I/O nets highlighted:
Scale: 8 px per µm.
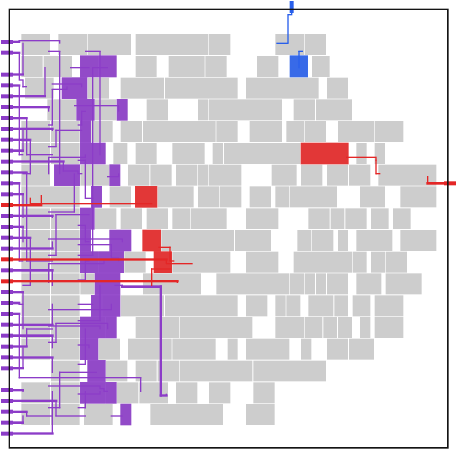
Metal 2:
Scale: 4 px per µm.
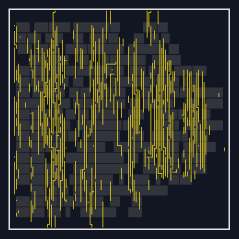
Routing congestion:
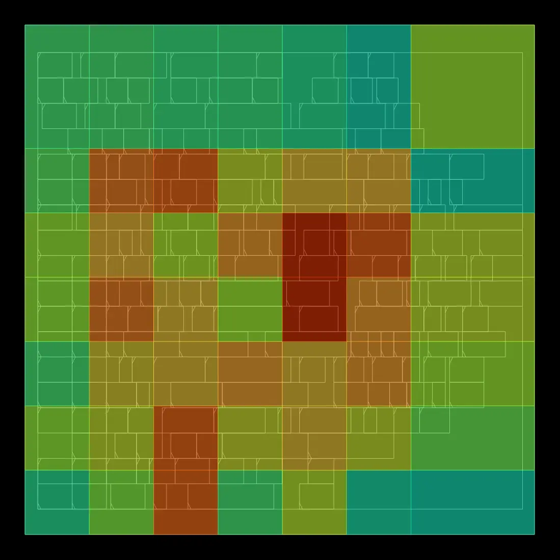
Gate-type map:
Scale: 8 px per µm.
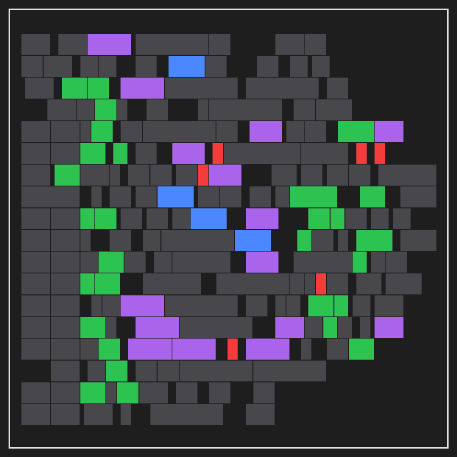
Sequential cells grouped by signal name:
Scale: 8 px per µm. Other sequential cells in the stronger gray, the rest of the logic in the fainter gray.
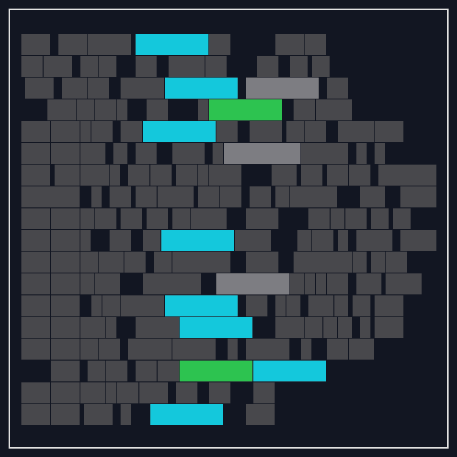
===== src/rtl/rr_mux_arb.sv =====
// rtl/rr_mux_arb.sv - N:1 registered mux with round-robin / fixed-priority arbitration
module rr_mux_arb #(
    parameter int  NUM_CH = 4,
    parameter int  DATA_W = 8,
    localparam int CH_W   = $clog2(NUM_CH)
) (
    input  logic                     clk,
    input  logic                     rst_n,
    input  logic                     rr_en,
    input  logic [NUM_CH-1:0]        in_valid,
    input  logic [NUM_CH*DATA_W-1:0] in_data,
    output logic [NUM_CH-1:0]        in_ready,
    output logic                     out_valid,
    output logic [DATA_W-1:0]        out_data,
    output logic [CH_W-1:0]          out_ch,
    input  logic                     out_ready
);

    logic [CH_W-1:0]   ptr;
    logic [CH_W-1:0]   gnt;
    logic              found;
    logic              load_en;
    logic              accept;
    logic [DATA_W-1:0] gnt_data;

    assign load_en = ~out_valid | out_ready;
    assign accept  = found & load_en;

    // Scan starts at ptr in round-robin mode and at channel 0 otherwise.
    always_comb begin
        int idx;
        found = 1'b0;
        gnt   = '0;
        idx   = 0;
        for (int k = 0; k < NUM_CH; k++) begin
            idx = rr_en ? int'(ptr) + k : k;
            if (idx >= NUM_CH) begin
                idx = idx - NUM_CH;
            end
            if (!found && in_valid[CH_W'(idx)]) begin
                found = 1'b1;
                gnt   = CH_W'(idx);
            end
        end
    end

    always_comb begin
        gnt_data = '0;
        in_ready = '0;
        for (int i = 0; i < NUM_CH; i++) begin
            if (gnt == CH_W'(i)) begin
                gnt_data    = in_data[i*DATA_W +: DATA_W];
                in_ready[i] = accept;
            end
        end
    end

    always_ff @(posedge clk or negedge rst_n) begin
        if (!rst_n) begin
            out_valid <= 1'b0;
            out_data  <= '0;
            out_ch    <= '0;
            ptr       <= '0;
        end else if (load_en) begin
            out_valid <= found;
            if (found) begin
                out_data <= gnt_data;
                out_ch   <= gnt;
                if (rr_en) begin
                    ptr <= (gnt == CH_W'(NUM_CH - 1)) ? '0 : gnt + CH_W'(1);
                end
            end
        end
    end

endmodule


===== config.mk =====
export PLATFORM = sky130hd
export DESIGN_NAME = rr_mux_arb
export DESIGN_NICKNAME = d
export VERILOG_FILES = /design/src/rtl/rr_mux_arb.sv
export SDC_FILE = /design/constraint.sdc
export NUM_CORES = 1
export LEC_CHECK = 0
export ABC_CLOCK_PERIOD_IN_PS = 3310
export CORE_UTILIZATION = 40
export CTS_CLUSTER_SIZE = 28
export DETAILED_ROUTE_END_ITERATION = 6
export PLACE_DENSITY = 0.88
export SLEW_MARGIN = 25
export SYNTH_ARGS = -nofsm -noshare
export SYNTH_HDL_FRONTEND = slang
export SYNTH_SLANG_ARGS = --single-unit
export TNS_END_PERCENT = 100

===== constraint.sdc =====
create_clock -name clk -period 3.31 [get_ports clk]
set_clock_uncertainty 0.15 [all_clocks]
set_input_delay 0.4965 -clock clk [delete_from_list [all_inputs] [get_ports clk]]
set_output_delay 0.4965 -clock clk [all_outputs]
set_load 0.1 [all_outputs]

==> ci_impl_report.md <==
## PnR job results

| Metric | Value |
|---|---|
| Status | finished clean |
| Wire length on met2 | 1640 µm |
| Drt first pass iters | 4 |
| Data arrival, critical path | 2.53 ns |
| Area growth syn-to-layout | 68.8% |
| Hold EP | out_ch[1]$_DFFE_PN0N_ |
| Crit path kind | input pin to primary output |
| Tool warning count | 30 |
| XORs/XNORs by Area | 0% |
| Vias per cell | 5.45 |
| Tot Pwr | 1.81 mW |
| Hold crit path type | register to register |
| Synth area leader | dfrtp_1 |
| Routed len/inst | 14.7 µm |
| Unrepaired setup endpoints after global routing | no |
| CTS clk-pin slew, worst paths | 0.08 ns |
| Max_slew headroom | 61.8% |
| Most frequent cells after synthesis | 13 x dfrtp_1, 12 x nand2_1, 9 x nor2b_1 |
| Tcrit/Tclk final | 95.9% |
| Max-cap viol count | 0 |
| Syn nets | 164 |
| Seq pwr | 312 µW |
| Most flops, register | out_data |
| Measured slew at the worst slew-check pin | 0.571 ns |
| DP HPWL | 2620 µm |
| Met1 usage | 25.6% |
| Largest type area fraction | 29.3% |
| Synth top cell by count | dfrtp_1 |
| Sink Count | 13 |
| Commonest flop | dfrtp_1 |
| Initial Utilization | 43.6% |
| Nets | 235 |
| Setup TNS | 0 ns |
| Worst Hold Launch | out_ch[1]$_DFFE_PN0N_ |
| R2R Path Start | ptr[0]$_DFFE_PN0P_ |
| Num CTS Buffers | 3 |
| First-pass GRT wire length | 5150 µm |
| Comb area | 749 µm² |
| Chip area | 0.00299 mm² |
| Final Core Density | 73.5% |
| Num rows | 18 |
| Power Density | 965 mW/mm² |
| Root Buffer | clkbuf_4 |
| Comb group | 1.40 mW |
| Number of global-route vias before repair | 1219 |
| Layout fillers | 175 |
| Total gr overflow | 0 |
| CP Data Required Time | 2.66 ns |
| Register area | 327 µm² |
| Io pins | 55 |
| Clock Path Buffers | 2 |
| Final WS setup | 0.136 ns |
| Antenna Violating Nets Remaining | 0 |
| Late-Pin Clk Latency | 0.27 ns |
| Seq pwr share | 17.3% |
| # DRC | 0 |
| Placed standard-cell area | 0.00181 mm² |
| CTS tree | built |
| Sw power | 1.00 mW |
| Post-CTS Resized | 4 |
| Post-CTS setup buffer count | 0 |
| CP Launch Type | input pin |
| Reg2Reg Setup Slack | 0.37 ns |
| Sw Share | 55.4% |
| Biggest Area Class | combinational gates |
| Stages on worst setup path | 11 |
| Largest net degree at the start of global routing | 17 |
| AO/OA Area Share | 20.5% |
| Internal | 805 µW |
| Worst-path cell chain | dlygate4sd2_1, nand2_1, or3_1, o21ai_0, nor3_1, buf_4, inv_1, buf_4, ha_1, and2_2, buf_12 |
| Largest regs | out_data x8, out_ch x2, ptr x2 |
| Placed insts | 216 |
| Mux area share | 17.3% |
| Max FO, Critical Path | 8 |
| Highest routed layer | met4 |
| Mi-comb count | 93 |
| # Cells Yosys | 120 |
| Top cells, area | dfrtp_1 29%, mux2_4 9.5%, a221oi_1 5.5%, mux2_2 5.1%, nor2b_1 5.1% |
| Mapped cell area | 0.00111 mm² |
| Ys flops | 13 |
| Max reg flops | 8 |
| Flop share of the area | 17.4% |
| Place WS | -0.0933 ns |
| Core area | 0.00254 mm² |
| Comb area leader | simple AND/OR/NAND/NOR gates |
| IO buf count | 54 |
| Leakage | 0.837 nW |
| Synth Area in Simple Gates | 22.0% |
| CTS H-tree lvls | 1 |
| Post-synth EDFFs | 0 |
| Hold Slack | 0.373 ns |
| Via count | 1200 |
| Clk network pwr share | 5.3% |
| Gate Count Post-Synth | 120 |
| Die height | 54.6 µm |
| Most frequent cells in the layout | 35 x clkdlybuf4s50_1, 31 x buf_4, 12 x nand2_1, 12 x dfrtp_1, 9 x nor2b_1 |
| Die width | 54.6 µm |
| Non-clk buf share | 37.9% |
| Worst Setup EP | in_ready[2] |
| Ant. Diodes | 0 |
| Register share after synthesis | 29.3% |
## Picture notes: 'I/O nets highlighted'
Blue shows `out_ready`, bits 1, direction input, edge north, end cells 1, buffers 1, wire 8.20 µm. Red shows `in_ready`, bits 4, direction output, edge 3 west, 1 east, end cells 4, buffers 4, wire 80.9 µm. Purple shows `in_data`, bits 32, direction input, edge west, end cells 25, buffers 32, wire 470 µm.

## Picture notes: 'metal 2'
The longest straight run is 27.5 µm. The layer holds 51% of the routed length.

## Picture notes: 'routing congestion'
gr busiest metal: met2
gr usage total: 24.5%
M2 GR Usage: 44.4%

## Picture notes: 'gate-type map'
Red shows inv cells, cells 6. Blue shows fa/ha/maj cells, cells 4, where center. Purple shows mux cells, cells 15. Green shows aoi and oai cells, cells 29.
fraction of area in multi-input gates: 40.0%
fin cells: 220
most frequent logic cell in the layout: clkdlybuf4s50_1

## Picture notes: 'sequential cells grouped by signal name'
Green shows `out_ch`, flops 2. Cyan shows `out_data`, flops 8.

No activity file was given, so power comes from the tool's default toggle rates.
